--- config.mk ---
export PLATFORM = sky130hd
export DESIGN_NAME = fetch_queue
export DESIGN_NICKNAME = d
export VERILOG_FILES = /design/src/rtl/cpu_pkg.sv /design/src/rtl/fetch_fifo.sv /design/src/rtl/fetch_queue.sv
export SDC_FILE = /design/constraint.sdc
export NUM_CORES = 1
export LEC_CHECK = 0
export ABC_AREA = 1
export CORE_ASPECT_RATIO = 0.6
export CORE_MARGIN = 1
export CORE_UTILIZATION = 57
export DETAILED_ROUTE_END_ITERATION = 10
export PLACE_DENSITY = 0.8
export SYNTH_ARGS = -nofsm -noshare
export SYNTH_HDL_FRONTEND = slang
export SYNTH_HIERARCHICAL = 1
export SYNTH_SLANG_ARGS = --single-unit
--- constraint.sdc ---
create_clock -name clk -period 3.95 [get_ports clk]
set_input_delay 0.9875 -clock clk [delete_from_list [all_inputs] [get_ports clk]]
set_output_delay 0.9875 -clock clk [all_outputs]
set_load 0.1 [all_outputs]
--- src/rtl/cpu_pkg.sv ---
// Shared CPU-wide constants and the fetch entry record carried through the fetch queue.
package cpu_pkg;

  localparam int XLEN = 32;
  localparam logic [XLEN-1:0] NOP_INST = 32'h00000013;

  typedef struct packed {
    logic [XLEN-1:0] inst;
    logic [XLEN-1:0] pc;
  } fetch_entry_t;

endpackage

--- src/rtl/fetch_fifo.sv ---
// Synchronous DEPTH-entry FIFO of fetched instructions; head is zero when empty.
module fetch_fifo #(
  parameter int DEPTH = 4
) (
  input  logic                         clk,
  input  logic                         nrst,
  input  logic                         clear,
  input  logic                         push,
  input  cpu_pkg::fetch_entry_t        push_entry,
  input  logic                         pop,
  output cpu_pkg::fetch_entry_t        head,
  output logic [$clog2(DEPTH+1)-1:0]   occupancy
);
  import cpu_pkg::*;

  localparam int PW = $clog2(DEPTH);
  localparam int CW = $clog2(DEPTH+1);

  fetch_entry_t  mem_reg [DEPTH];
  logic [PW-1:0] wr_ptr_reg;
  logic [PW-1:0] rd_ptr_reg;
  logic [CW-1:0] count_reg;
  logic          pop_ok;

  assign pop_ok = pop & (count_reg != '0);

  always_ff @(posedge clk) begin
    if (!nrst || clear) begin
      wr_ptr_reg <= '0;
      rd_ptr_reg <= '0;
      count_reg  <= '0;
    end else begin
      if (push)   wr_ptr_reg <= wr_ptr_reg + 1'b1;
      if (pop_ok) rd_ptr_reg <= rd_ptr_reg + 1'b1;
      case ({push, pop_ok})
        2'b10:   count_reg <= count_reg + 1'b1;
        2'b01:   count_reg <= count_reg - 1'b1;
        default: count_reg <= count_reg;
      endcase
    end
  end

  // Storage carries no reset; validity is tracked entirely by the pointers.
  always_ff @(posedge clk) begin
    if (push) mem_reg[wr_ptr_reg] <= push_entry;
  end

  assign head      = (count_reg != '0) ? mem_reg[rd_ptr_reg] : '0;
  assign occupancy = count_reg;

endmodule

--- src/rtl/fetch_queue.sv ---
// Fetch front end: sequential PC generation, credit-limited SRAM requests,
// in-flight tracking for a MEM_LAT-cycle memory and a decoupling FIFO toward decode.
module fetch_queue #(
  parameter int              XLEN     = 32,
  parameter int              ADDR_W   = 16,
  parameter int              DEPTH    = 4,
  parameter int              MEM_LAT  = 1,
  parameter logic [XLEN-1:0] RESET_PC = '0
) (
  input  logic                        clk,
  input  logic                        nrst,
  output logic                        isram_cs,
  output logic [ADDR_W-1:0]           isram_addr,
  input  logic [XLEN-1:0]             isram_dataout,
  input  logic                        redirect,
  input  logic [XLEN-1:0]             redirect_pc,
  input  logic                        deq_ready,
  output logic                        deq_valid,
  output logic [XLEN-1:0]             deq_inst,
  output logic [XLEN-1:0]             deq_pc,
  output logic [$clog2(DEPTH+1)-1:0]  occupancy
);
  import cpu_pkg::*;

  localparam int CW = $clog2(DEPTH+1);

  logic [XLEN-1:0] pc_reg;
  logic            fl_valid_reg [MEM_LAT];
  logic [XLEN-1:0] fl_pc_reg    [MEM_LAT];
  logic [CW-1:0]   fifo_count;
  fetch_entry_t    head_entry;
  fetch_entry_t    push_entry;
  logic            issue;
  logic            push;
  logic            pop;
  int              inflight;

  always_comb begin
    inflight = 0;
    for (int i = 0; i < MEM_LAT; i++) inflight += int'(fl_valid_reg[i]);
  end

  // Credits count both buffered and in-flight words, so a response always finds a free slot.
  assign issue = nrst & ~redirect & ((int'(fifo_count) + inflight) < DEPTH);

  always_ff @(posedge clk) begin
    if (!nrst)         pc_reg <= RESET_PC;
    else if (redirect) pc_reg <= redirect_pc;
    else if (issue)    pc_reg <= pc_reg + XLEN'(4);
  end

  generate
    for (genvar gi = 0; gi < MEM_LAT; gi++) begin : g_flight
      if (gi == 0) begin : g_first
        always_ff @(posedge clk) begin
          if (!nrst || redirect) fl_valid_reg[gi] <= 1'b0;
          else                   fl_valid_reg[gi] <= issue;
          fl_pc_reg[gi] <= pc_reg;
        end
      end else begin : g_next
        always_ff @(posedge clk) begin
          if (!nrst || redirect) fl_valid_reg[gi] <= 1'b0;
          else                   fl_valid_reg[gi] <= fl_valid_reg[gi-1];
          fl_pc_reg[gi] <= fl_pc_reg[gi-1];
        end
      end
    end
  endgenerate

  assign push       = fl_valid_reg[MEM_LAT-1] & ~redirect;
  assign push_entry = '{inst: isram_dataout, pc: fl_pc_reg[MEM_LAT-1]};
  assign deq_valid  = nrst & ~redirect & (fifo_count != '0);
  assign pop        = deq_valid & deq_ready;

  fetch_fifo #(.DEPTH(DEPTH)) u_fifo (
    .clk        (clk),
    .nrst       (nrst),
    .clear      (redirect),
    .push       (push),
    .push_entry (push_entry),
    .pop        (pop),
    .head       (head_entry),
    .occupancy  (fifo_count)
  );

  assign isram_cs   = issue;
  assign isram_addr = pc_reg[ADDR_W-1:0];
  assign deq_inst   = nrst ? head_entry.inst : '0;
  assign deq_pc     = nrst ? head_entry.pc   : '0;
  assign occupancy  = nrst ? fifo_count      : '0;

endmodule

Fig. 1: run 1, signal wires on met1
Supply wires on this layer in grey.
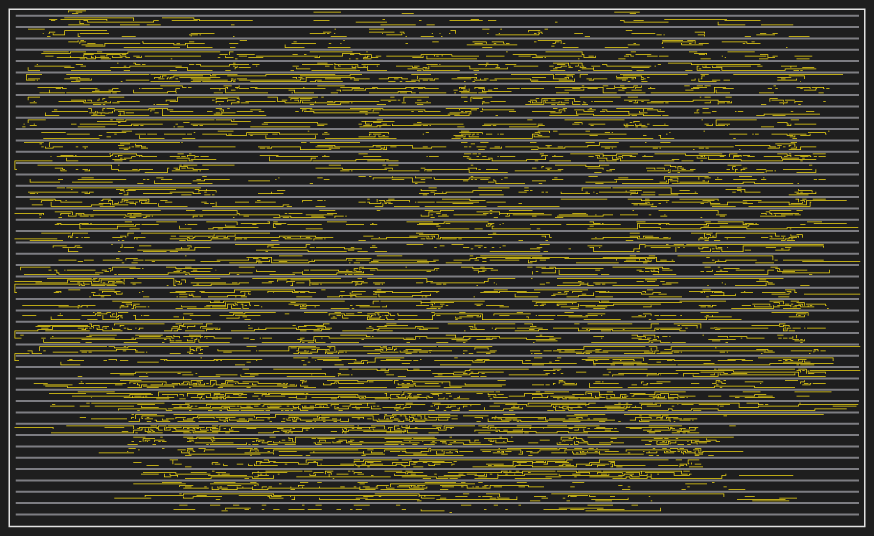
nets with wire on the layer = 1,482
wire length on this layer = 14,000 um
main direction = horizontal
longest straight run = 58.4 um

Fig. 2: run 1, placed cells, one colour a class
Bar = 50 um. Fill, decap, tap and diode cells in grey.
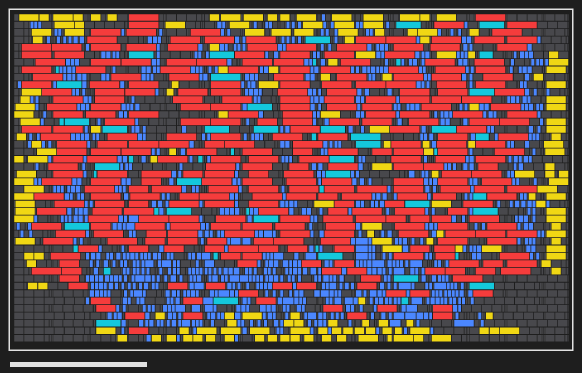
cyan -> clock drivers and dummy loads  # cells 53
blue -> all other logic  # cells 991
red -> flops  # cells 330
yellow -> other buffers and delay cells  # cells 174

==> results_dict.tcl, run 1 <==
# metrics dict for downstream scripts
set metrics [dict create \
    status "finished clean" \
    drtIter0Drc 1046 \
    worstHoldStart "pc_reg[30]" \
    tool_warnings 29 \
    lay_top_cells "nor2_1, edfxtp_1, nand2_1, inv_1, o21ai_0" \
    fp-utilization_pct 58.2 \
    path_max_fanout 84 \
    cts_tree "yes" \
    clock-sinks 330 \
    setup_ws_ps 429 \
    p_switching_mw 1.60 \
    syn_nets 1478 \
    grt_setup_unrepaired "no" \
    critPathArrivalTime_ps 2530 \
    r2r_start "u_fifo/occupancy[0]" \
    drv_slew 0 \
    ys_warn_count 6 \
    synth.distinct_cells 34 \
    min_to "fl_pc_reg[0][30]" \
    ioPinCount 153 \
    critPathCaptureType "primary output" \
    rrSetupSlack_ps 1760 \
    synthTopCellsByArea "edfxtp_1, dfxtp_1, nor2_1" \
    routabilityCongestion 0.884 \
    irDropWorstVdd_mv 0.322 \
    largest_area_cell "edfxtp_1" \
    mostFrequentLayoutCell "nor2_1" \
    htreeDepth 1 \
    place_ws_ps 570 \
    finalHoldViolCount 0 \
    enable_flop_cells 256 \
    synth_cells 1403 \
    clk_pin_slew_ps 70 \
    crit_type "register to primary output" \
    holdPathStages 0 \
    antenna_found_initial 0 \
    drc 0 \
    finalSetupViolCount 0 \
    ff_type "edfxtp_1" \
    fin_skew_ps 9.44 \
    wl_per_cell_um 17.3 \
    reg2reg_to "u_fifo/occupancy[2]" \
    fillCellCount 1658 \
    post_cts_buffers 0 \
    die_h_um 124 \
    setup-tns-final_ps 0 \
    grt_pass1_vias 9353 \
    hold_path_class "register to register" \
    async_reset_ff_share_pct 0 \
    ys.flops 330 \
    antenna_left 0 \
    cts_max_path_buffers 3 \
    vias 10200 \
    powerDensity_mw_per_mm2 411 \
    floorplan.rows 44 \
    reg2regPathDepth 13 \
    via_per_inst 5.44 \
    utilization_pct 71.6 \
    required_ps 2960 \
    n_antenna_cell 0 \
    syn_avg_cell_area_um2 10.0 \
    finalCritPeriodShare_pct 89.1 \
    portBuffers 152 \
    areaGrowthSynthToFinish_pct 23.2 \
    p_comb_share_pct 7.2 \
    grt_max_degree 85 \
    drt_wl_total_mm 32.3 \
    drt_pass1_iterations 5 \
    grt_pass1_wl_mm 49.7 \
    grt_util_all_layers_pct 25.4 \
    maxSlewHeadroom_pct 34.4 \
    nNetsFinal 1601 \
    critPathLaunchType "register" \
    core_area_mm2 0.0242 \
    fin_crit_ps 3520 \
    fmax_ghz 0.284 \
    chipArea_mm2 0.0254 \
    cts-root-buf "clkbuf_16" \
    sequentialPowerShare_pct 54.4 \
    switching_share_pct 22.5 \
    post-dp-hpwl_mm 19.9 \
    top_cell_area_share_pct 54.6 \
    ys_seq_share_pct 65.1 \
    cts-buffers-inserted 29 \
    die_width_um 205 \
    synth_chip_area_mm2 0.0141 \
    cellLeakagePower_nw 6.66 \
    layout-drive-gt1-share_pct 12.3 \
    p_int_mw 5.52 \
    worstMarginPinSlew_ps 981 \
    clkPwrFrac_pct 38.4 \
    synth_area_mm2 0.0141 \
    grt_overflow_total 0 \
    ys_cells 1403 \
    worstSkewPairLatency_ps 540 \
    largest_register_ffs 256 \
    p_total_mw 7.13 \
    max_cap_violations 0 \
]
Fig. 3: run 1, cell area per tile
20 x 12 tiles, from white (low) to dark blue (high), 0 to 100% covered.
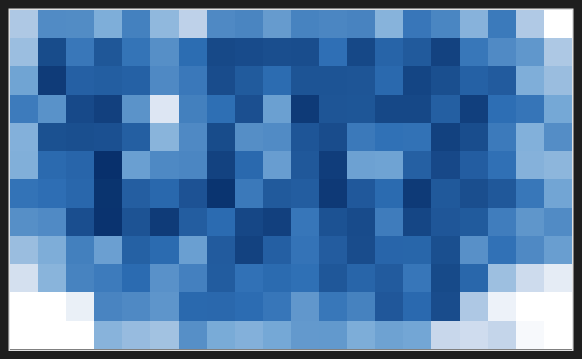
fullest tile = 100%
mean over tiles = 67%
nearly empty tiles = 3.7%
tiles over 75% full = 45%

run 1: layout make-up:
type | count | area (um2) | area share [%]
clock buffers | 39 | 793 | 4.57
clock inverters | 14 | 124 | 0.714
inverters | 152 | 581 | 3.35
multi-input cells | 839 | 3820 | 22.0
flip-flops and latches | 330 | 9170 | 52.9
well taps | 322 | 403 | 2.32
repair buffers | 174 | 2460 | 14.2
run 1: power by group through the flow:
stage | Combinational [mW] | Clock (mW) | Sequential (mW)
floorplan | 0.325 | 0 | 3.93
global placement | 0.497 | 0 | 3.95
detailed placement | 0.507 | 0 | 3.95
CTS | 0.510 | 2.77 | 3.88
global route | 0.543 | 2.91 | 3.88
finish | 0.510 | 2.74 | 3.88
run 1: what timing repair did:
item	CTS	global route
endpoints found under the setup margin	0	1
resized	0	1
endpoints found under the hold margin	0	0
hold buffers	0	0
run 1: cells by family (layout without fill, tap and decap cells):
group / Yosys count / in the layout / synth area share, %
XOR/XNOR: 3 / 3 / 0.187
AND-OR/OR-AND: 269 / 269 / 9.95
AND/OR/NAND/NOR: 560 / 560 / 16.3
buffers and inverters: 234 / 379 / 7.82
flip-flops: 330 / 330 / 65.1
adder cells (fa/ha/maj): 7 / 7 / 0.675
run 1: worst max path at each step:
stage | startpoint | to | slack, ps | cells after the start
final | register | deq_pc[27] | 430 | 8
after global routing | register | deq_pc[27] | 230 | 8
after CTS | register | deq_pc[15] | 210 | 7
after detailed placement | redirect | u_fifo/occupancy[2] | 570 | 13
after global placement | redirect | u_fifo/occupancy[2] | 620 | 13
after floorplan | redirect | deq_valid | 470 | 4
run 1: cell usage after synthesis, types with 3 or more instances:
cell type,count
a21oi_1,86
a21oi_2,10
and2_1,3
buf_1,8
buf_2,10
buf_4,22
buf_6,14
clkbuf_1,27
dfxtp_1,74
edfxtp_1,256
ha_1,6
inv_1,144
inv_2,6
nand2_1,194
nand2_4,4
nand3_1,32
nand3_2,10
nor2_1,303
nor2_2,5
nor2_4,4
o21ai_0,140
o21ai_1,27
xor2_1,3
run 1: metrics by stage:
stage / hold WS, ps / area (um2) / cells
after floorplan: 347 / 14100 / 1403
after detailed placement: 391 / 16400 / 1817
final: 406 / 17400 / 1870
after CTS: 405 / 17400 / 1870
after global placement: 392 / 16400 / 1817
after global routing: 413 / 17400 / 1870
run 1: routing by layer:
| layer | up-vias | track usage (%) | share of wire [%] |
|---|---|---|---|
| met5 | - | 0 | 0 |
| met4 | 0 | 5.32 | 1.7 |
| met3 | 48 | 3.56 | 8.2 |
| met2 | 446 | 41.3 | 47 |
| met1 | 4830 | 37.0 | 43 |
| li1 | 4852 | - | - |
run 1: worst max-delay path, stage by stage, from the launching register on:
cell and delay, ps:
dfxtp_4 530, buf_12 380, nor2_1 100, nor2_1 110
o21ai_0 110, a21oi_1 310, nand2_1 120, inv_1 120
buf_12 180
--- run 2 (diff from run 1) ---
--- a/config.mk
+++ b/config.mk
@@ -8,9 +8,10 @@
 export ABC_AREA = 1
 export CORE_ASPECT_RATIO = 0.6
 export CORE_MARGIN = 1
-export CORE_UTILIZATION = 57
+export CORE_UTILIZATION = 60
 export DETAILED_ROUTE_END_ITERATION = 10
-export PLACE_DENSITY = 0.8
+export DONT_BUFFER_PORTS = 1
+export PLACE_DENSITY = 0.76
 export SYNTH_ARGS = -nofsm -noshare
 export SYNTH_HDL_FRONTEND = slang
 export SYNTH_HIERARCHICAL = 1
Fig. 4: run 2, placed cells, one colour a class
Bar = 50 um. Fill, decap, tap and diode cells in grey.
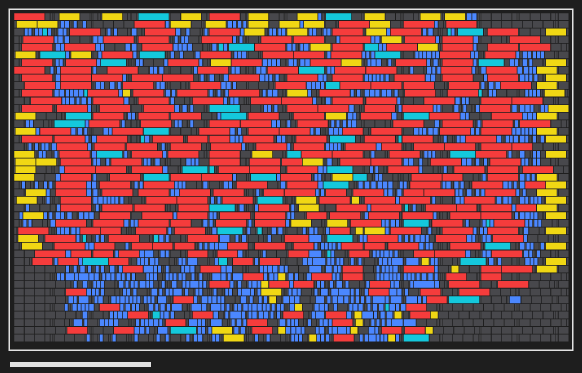
red -> flops  # cells 330
cyan -> clock drivers and dummy loads  # cells 56
blue -> all other logic  # cells 991
yellow -> other buffers and delay cells  # cells 90

Fig. 5: run 2, signal wires on met4
Bar = 50 um. Supply wires on this layer in grey.
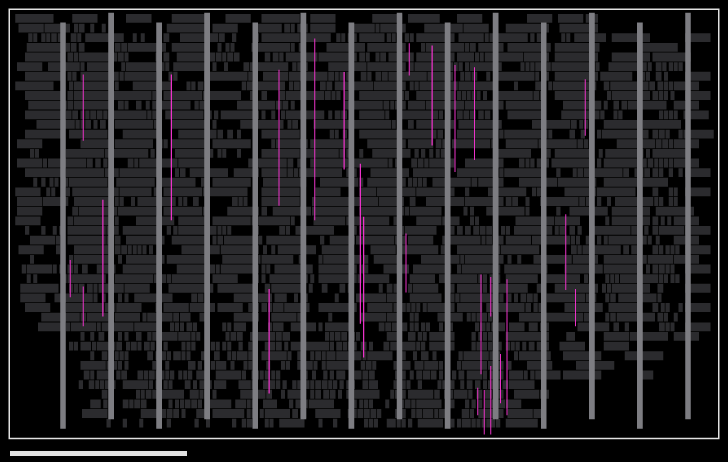
share of all routed wire = 2.0%
longest straight run = 51.0 um
nets with wire on the layer = 16
wire length on this layer = 628 um
main direction = vertical

Fig. 6: run 2, signal wires on met1
Supply wires on this layer in grey.
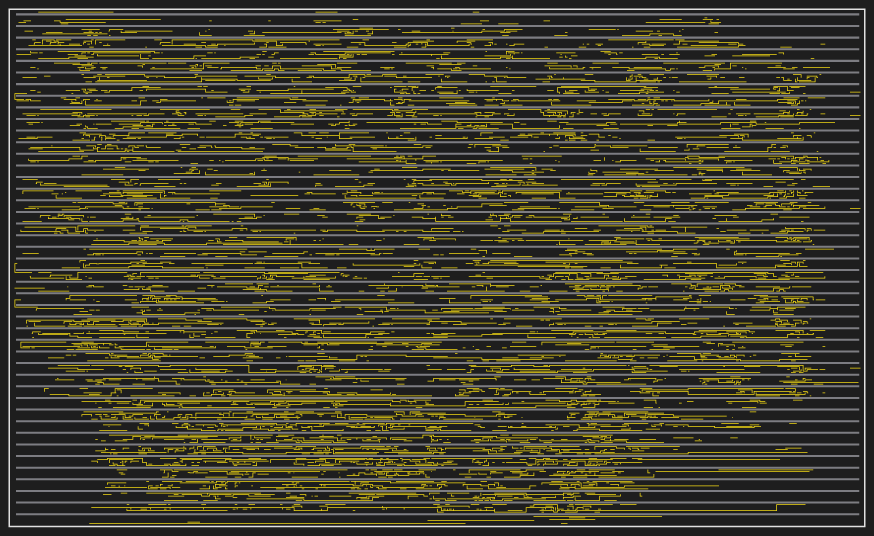
longest straight run = 87.9 um
main direction = horizontal

==> results_dict.tcl, run 2 <==
# metrics dict for downstream scripts
set metrics [dict create \
    status "finished clean" \
    synth_area_mm2 0.0141 \
    cellLeakagePower_nw 6.37 \
    routabilityCongestion 0.878 \
    cp_num_buf_inv 4 \
    fin_crit_ps 3570 \
    hold_path_class "register to register" \
    maxSlewHeadroom_pct 29.1 \
    grt_overflow_total 0 \
    p_int_mw 5.69 \
    grt_pass1_wl_mm 50.0 \
    ys_cells 1403 \
    die_h_um 121 \
    path_max_fanout 60 \
    ff_type "edfxtp_1" \
    htreeDepth 1 \
    ctsHoldBuffers 0 \
    critPathLaunchType "register" \
    finalSetupViolCount 0 \
    mostFrequentLayoutCell "nor2_1" \
    grt_util_all_layers_pct 27.0 \
    ys_seq_share_pct 65.1 \
    switching_share_pct 21.7 \
    clock-sinks 330 \
    crit_path_top_delay_cell "inv_2" \
    fp-utilization_pct 61.0 \
    powerDensity_mw_per_mm2 438 \
    crit_path_cell_trace "inv_2 -> buf_12 -> o21ai_0 -> a21oi_1 -> nand2_1 -> inv_1 -> buf_12" \
    crit_top_cell "buf_12" \
    highest_layer "met4" \
    cts_tree "yes" \
    nNetsFinal 1518 \
    synth_chip_area_mm2 0.0141 \
    grt_max_degree 129 \
    holdWs_ps 400 \
    fin_skew_ps 10.4 \
    antenna_found_initial 1 \
    drt_pass1_iterations 6 \
    finalHoldViolCount 0 \
    async_reset_ff_share_pct 0 \
    areaGrowthSynthToFinish_pct 17.6 \
    portBuffers 0 \
    critPathMaxStageDelay_ps 520 \
    ys_warn_count 6 \
    required_ps 2960 \
    worstSkewPairLatency_ps 550 \
    cts-buffers-inserted 30 \
    setup-tns-final_ps 0 \
    syn_nets 1478 \
    sequentialPowerShare_pct 53.4 \
    fmax_ghz 0.280 \
    fin_cells 1783 \
    max_cap_violations 0 \
    crit_type "register to primary output" \
    lay_top_cells "nor2_1, edfxtp_1, nand2_1, inv_1, o21ai_0" \
    cts_resized 0 \
    finalCritPeriodShare_pct 90.3 \
    tool_warnings 32 \
    most_common_cell "nor2_1" \
    post-dp-hpwl_mm 19.4 \
    worstMarginPinSlew_ps 1060 \
    ys.flops 330 \
    die_width_um 200 \
    dp_cells 1726 \
    common_cells "nor2_1, edfxtp_1, nand2_1" \
    grt_setup_unrepaired "no" \
    cts-root-buf "clkbuf_16" \
]
==> run 2: cell counts after synthesis <==
No cell type changed its count.
==> run 2: cell type report <==
class / count / area, um2
flip-flops and latches: 330 / 9170
fillers: 1566 / 6500
multi-input cells: 839 / 3820
repair buffers: 90 / 1580
clock buffers: 41 / 853
inverters: 152 / 578
well taps: 315 / 394
clock inverters: 15 / 176
diodes: 1 / 2.50
==> run 2: layer usage <==
layer,vias up,track usage (%)
li1,4692,-
met3,61,4.88
met2,463,42.4
met5,-,0
met1,4756,39.0
met4,0,7.16
==> run 2: power groups by stage <==
| stage | sequential (mW) | clock [mW] | combinational [mW] |
|---|---|---|---|
| 6_report | 3.88 | 2.99 | 0.389 |
| 3_5_place_dp | 3.96 | 0 | 0.387 |
| 3_3_place_gp | 3.95 | 0 | 0.380 |
| 5_1_grt | 3.89 | 3.16 | 0.416 |
| 4_1_cts | 3.88 | 3.02 | 0.390 |
| 2_1_floorplan | 3.93 | 0 | 0.325 |
==> run 2: worst paths after layout <==
kind / startpoint / depth (start not counted) / to / slack [ps]
max: register / 7 / deq_pc[13] / 380
max reg2reg: u_fifo/occupancy[2] / 13 / u_fifo/occupancy[2] / 1670
min: pc_reg[25] / 0 / fl_pc_reg[0][25] / 400
min reg2reg: pc_reg[25] / 0 / fl_pc_reg[0][25] / 400
==> run 2: per-stage QoR <==
stage	util (%)	total power, mW	setup slack (ps)	instance area [um2]
final	71.8	7.27	381	16600
after global routing	71.8	7.47	216	16600
after CTS	71.8	7.29	392	16600
after detailed placement	67.3	4.34	968	15500
after global placement	67.3	4.33	1020	15500
after floorplan	-	4.25	473	14100
==> run 2: cells by family (layout without fill, tap and decap cells) <==
kind of cell | count (synthesis) | count (layout) | synth area share [%]
AND-OR/OR-AND | 269 | 269 | 9.95
XOR/XNOR | 3 | 3 | 0.187
adder cells (fa/ha/maj) | 7 | 7 | 0.675
buffers and inverters | 234 | 298 | 7.82
flip-flops | 330 | 330 | 65.1
other | 0 | 1 | 0
AND/OR/NAND/NOR | 560 | 560 | 16.3
--- run 3 (diff from run 2) ---
--- a/config.mk
+++ b/config.mk
@@ -7,7 +7,6 @@
 export LEC_CHECK = 0
 export ABC_AREA = 1
 export CORE_ASPECT_RATIO = 0.6
-export CORE_MARGIN = 1
 export CORE_UTILIZATION = 60
 export DETAILED_ROUTE_END_ITERATION = 10
 export DONT_BUFFER_PORTS = 1
Fig. 7: run 3, signal wires on met4
Bar = 50 um. Supply wires on this layer in grey.
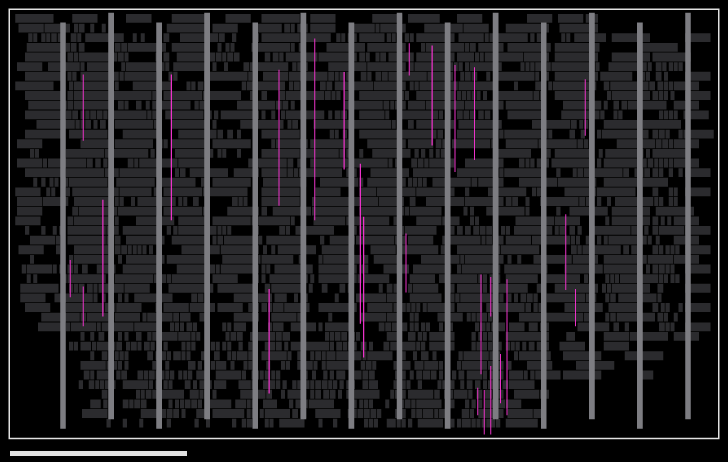
main direction = vertical
wire length on this layer = 628 um

Fig. 8: run 3, cell area per tile
20 x 12 tiles, from white (low) to dark blue (high), 0 to 100% covered.
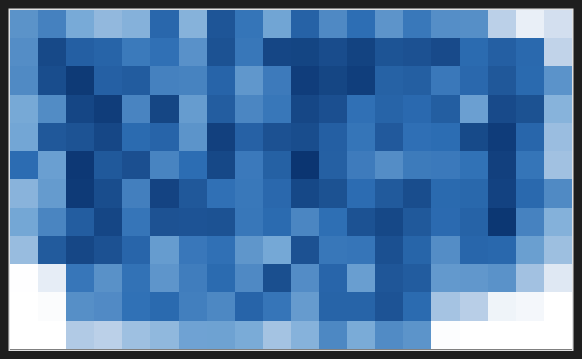
emptiest ninth of the die = south-east
fullest tile = 98%
mean over tiles = 67%
nearly empty tiles = 4.2%

Fig. 9: run 3, signal wires on met1
Supply wires on this layer in grey.
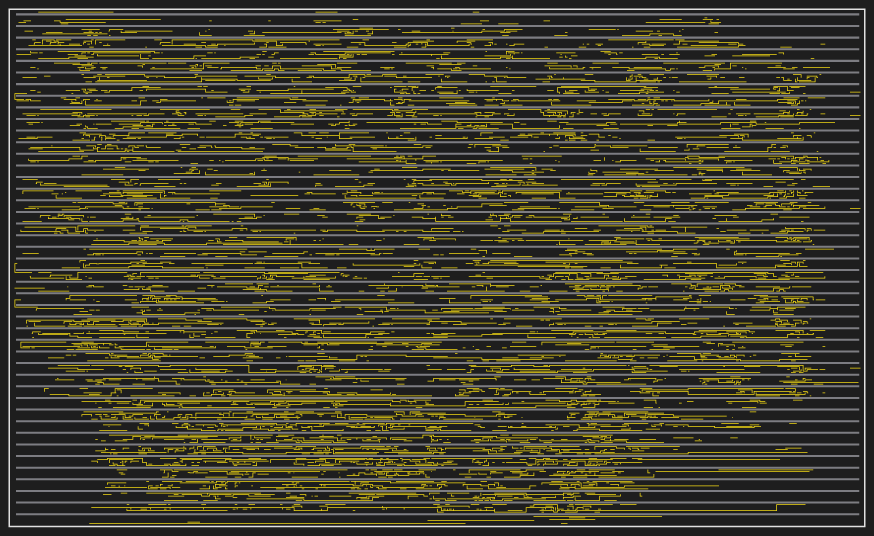
share of all routed wire = 43%
main direction = horizontal
longest straight run = 87.9 um
nets with wire on the layer = 1,390
wire length on this layer = 13,900 um

==> results_dict.tcl, run 3 <==
# metrics dict for downstream scripts
set metrics [dict create \
    syn_nets 1478 \
    grt_pass1_vias 9441 \
    antenna_left 0 \
    tool_warnings 32 \
    ys.flops 330 \
    antenna_found_initial 1 \
    cts_resized 0 \
    routabilityCongestion 0.878 \
    path_max_fanout 60 \
    cts_tree "yes" \
    max_cap_violations 0 \
    synth_area_mm2 0.0141 \
    drt_pass1_iterations 6 \
    enable_flop_cells 256 \
    cellLeakagePower_nw 6.37 \
    mostFrequentLayoutCell "nor2_1" \
    clock-sinks 330 \
    fmax_ghz 0.280 \
    largest_register_ffs 256 \
    required_ps 2960 \
    hold_path_class "register to register" \
    synth_cells 1403 \
    via_per_inst 5.59 \
    finalHoldViolCount 0 \
    grt_pass1_wl_mm 50.0 \
    largest_area_cell "edfxtp_1" \
    most_common_cell "nor2_1" \
    die_width_um 200 \
    drv_slew 0 \
    grt_util_all_layers_pct 27.0 \
    syn_avg_cell_area_um2 10.0 \
    finalSetupViolCount 0 \
    setup-tns-final_ps 0 \
    powerDensity_mw_per_mm2 438 \
    areaGrowthSynthToFinish_pct 17.6 \
    ys_warn_count 6 \
    cts-buffers-inserted 30 \
    fin_skew_ps 10.4 \
    grt_max_degree 129 \
    top_cell_area_share_pct 54.6 \
    grt_setup_unrepaired "no" \
    ioPinCount 153 \
    holdPathStages 0 \
    async_reset_ff_share_pct 0 \
    common_cells "nor2_1, edfxtp_1, nand2_1" \
    portBuffers 0 \
    htreeDepth 1 \
    synth_chip_area_mm2 0.0141 \
    maxSlewHeadroom_pct 29.1 \
    crit_type "register to primary output" \
    ys_cells 1403 \
    status "finished clean" \
    irDropWorstVdd_mv 0.383 \
    synth.distinct_cells 34 \
    core_area_mm2 0.0231 \
    floorplan.rows 43 \
    finalCritPeriodShare_pct 90.3 \
    fp-utilization_pct 61.0 \
    post_cts_buffers 0 \
    worstSkewPairLatency_ps 550 \
    post-dp-hpwl_mm 19.4 \
    drt_wl_total_mm 32.2 \
    vias 9972 \
    ff_type "edfxtp_1" \
    ctsHoldBuffers 0 \
    reg2regPathDepth 13 \
    wl_per_cell_um 18.1 \
    drtIter0Drc 983 \
    layout-drive-gt1-share_pct 12.7 \
    drc 0 \
    synthTopCellsByArea "edfxtp_1, dfxtp_1, nor2_1" \
    critPathArrivalTime_ps 2580 \
    lay_top_cells "nor2_1, edfxtp_1, nand2_1, inv_1, o21ai_0" \
    grt_overflow_total 0 \
    worstMarginPinSlew_ps 1060 \
    fin_crit_ps 3570 \
    cts-root-buf "clkbuf_16" \
    critPathCaptureType "primary output" \
    chipArea_mm2 0.0241 \
    die_h_um 121 \
    cts_max_path_buffers 3 \
    clk_pin_slew_ps 60 \
    ys_seq_share_pct 65.1 \
    nNetsFinal 1518 \
    critPathLaunchType "register" \
    utilization_pct 71.8 \
]
-- run 3: path summary, 6_finish.rpt --
kind,from,to,slack (ps)
worst max-delay path,register,deq_pc[13],380
worst min-delay path,pc_reg[25],fl_pc_reg[0][25],400
worst max register to register,u_fifo/occupancy[2],u_fifo/occupancy[2],1670
worst min register to register,pc_reg[25],fl_pc_reg[0][25],400
-- run 3: power by group --
part | internal, mW | total (mW) | switching, mW
Clock | 1.77 | 2.99 | 1.22
Combinational | 0.104 | 0.389 | 0.285
Sequential | 3.81 | 3.88 | 0.0708
Total | 5.69 | 7.27 | 1.58
-- run 3: area by class of cell --
cell class / instances / area, um2
clock buffers: 41 / 853
multi-input cells: 839 / 3820
inverters: 152 / 578
well taps: 315 / 394
fillers: 1566 / 6500
flip-flops and latches: 330 / 9170
diodes: 1 / 2.50
repair buffers: 90 / 1580
clock inverters: 15 / 176
-- run 3: cells by family after synthesis --
kind of cell               after synthesis  share of synthesized area (%)
and+or+nand+nor                        560                           16.3
DFF                                    330                           65.1
AOI/OAI and AO/OA                      269                           9.95
buffers and inverters                  234                           7.82
adders and majority gates                7                          0.675
xor gates and xnor gates                 3                          0.187
-- run 3: worst max-delay path, cell delays in order, from the launching register on --
cell and delay [ps]:
dfxtp_4 350, inv_2 520, buf_12 330, o21ai_0 140, a21oi_1 310, nand2_1 100, inv_1 100, buf_12 180
-- run 3: layer usage --
metal	GRT usage, %	up-vias	part of all wire (%)
met1	39.0	4756	43
met4	7.16	0	1.9
met3	4.88	61	9.1
met2	42.4	463	46
met5	0	-	0
li1	-	4692	-
-- run 3: through the flow --
step	instance area [um2]	power, mW	worst slack [ps]	hold slack [ps]	cells
5_1_grt	16600	7.47	216	390	1782
4_1_cts	16600	7.29	392	393	1782
3_3_place_gp	15500	4.33	1020	374	1726
6_report	16600	7.27	381	400	1783
2_1_floorplan	14100	4.25	473	347	1403
3_5_place_dp	15500	4.34	968	381	1726
Power and IR drop assume default switching activity.
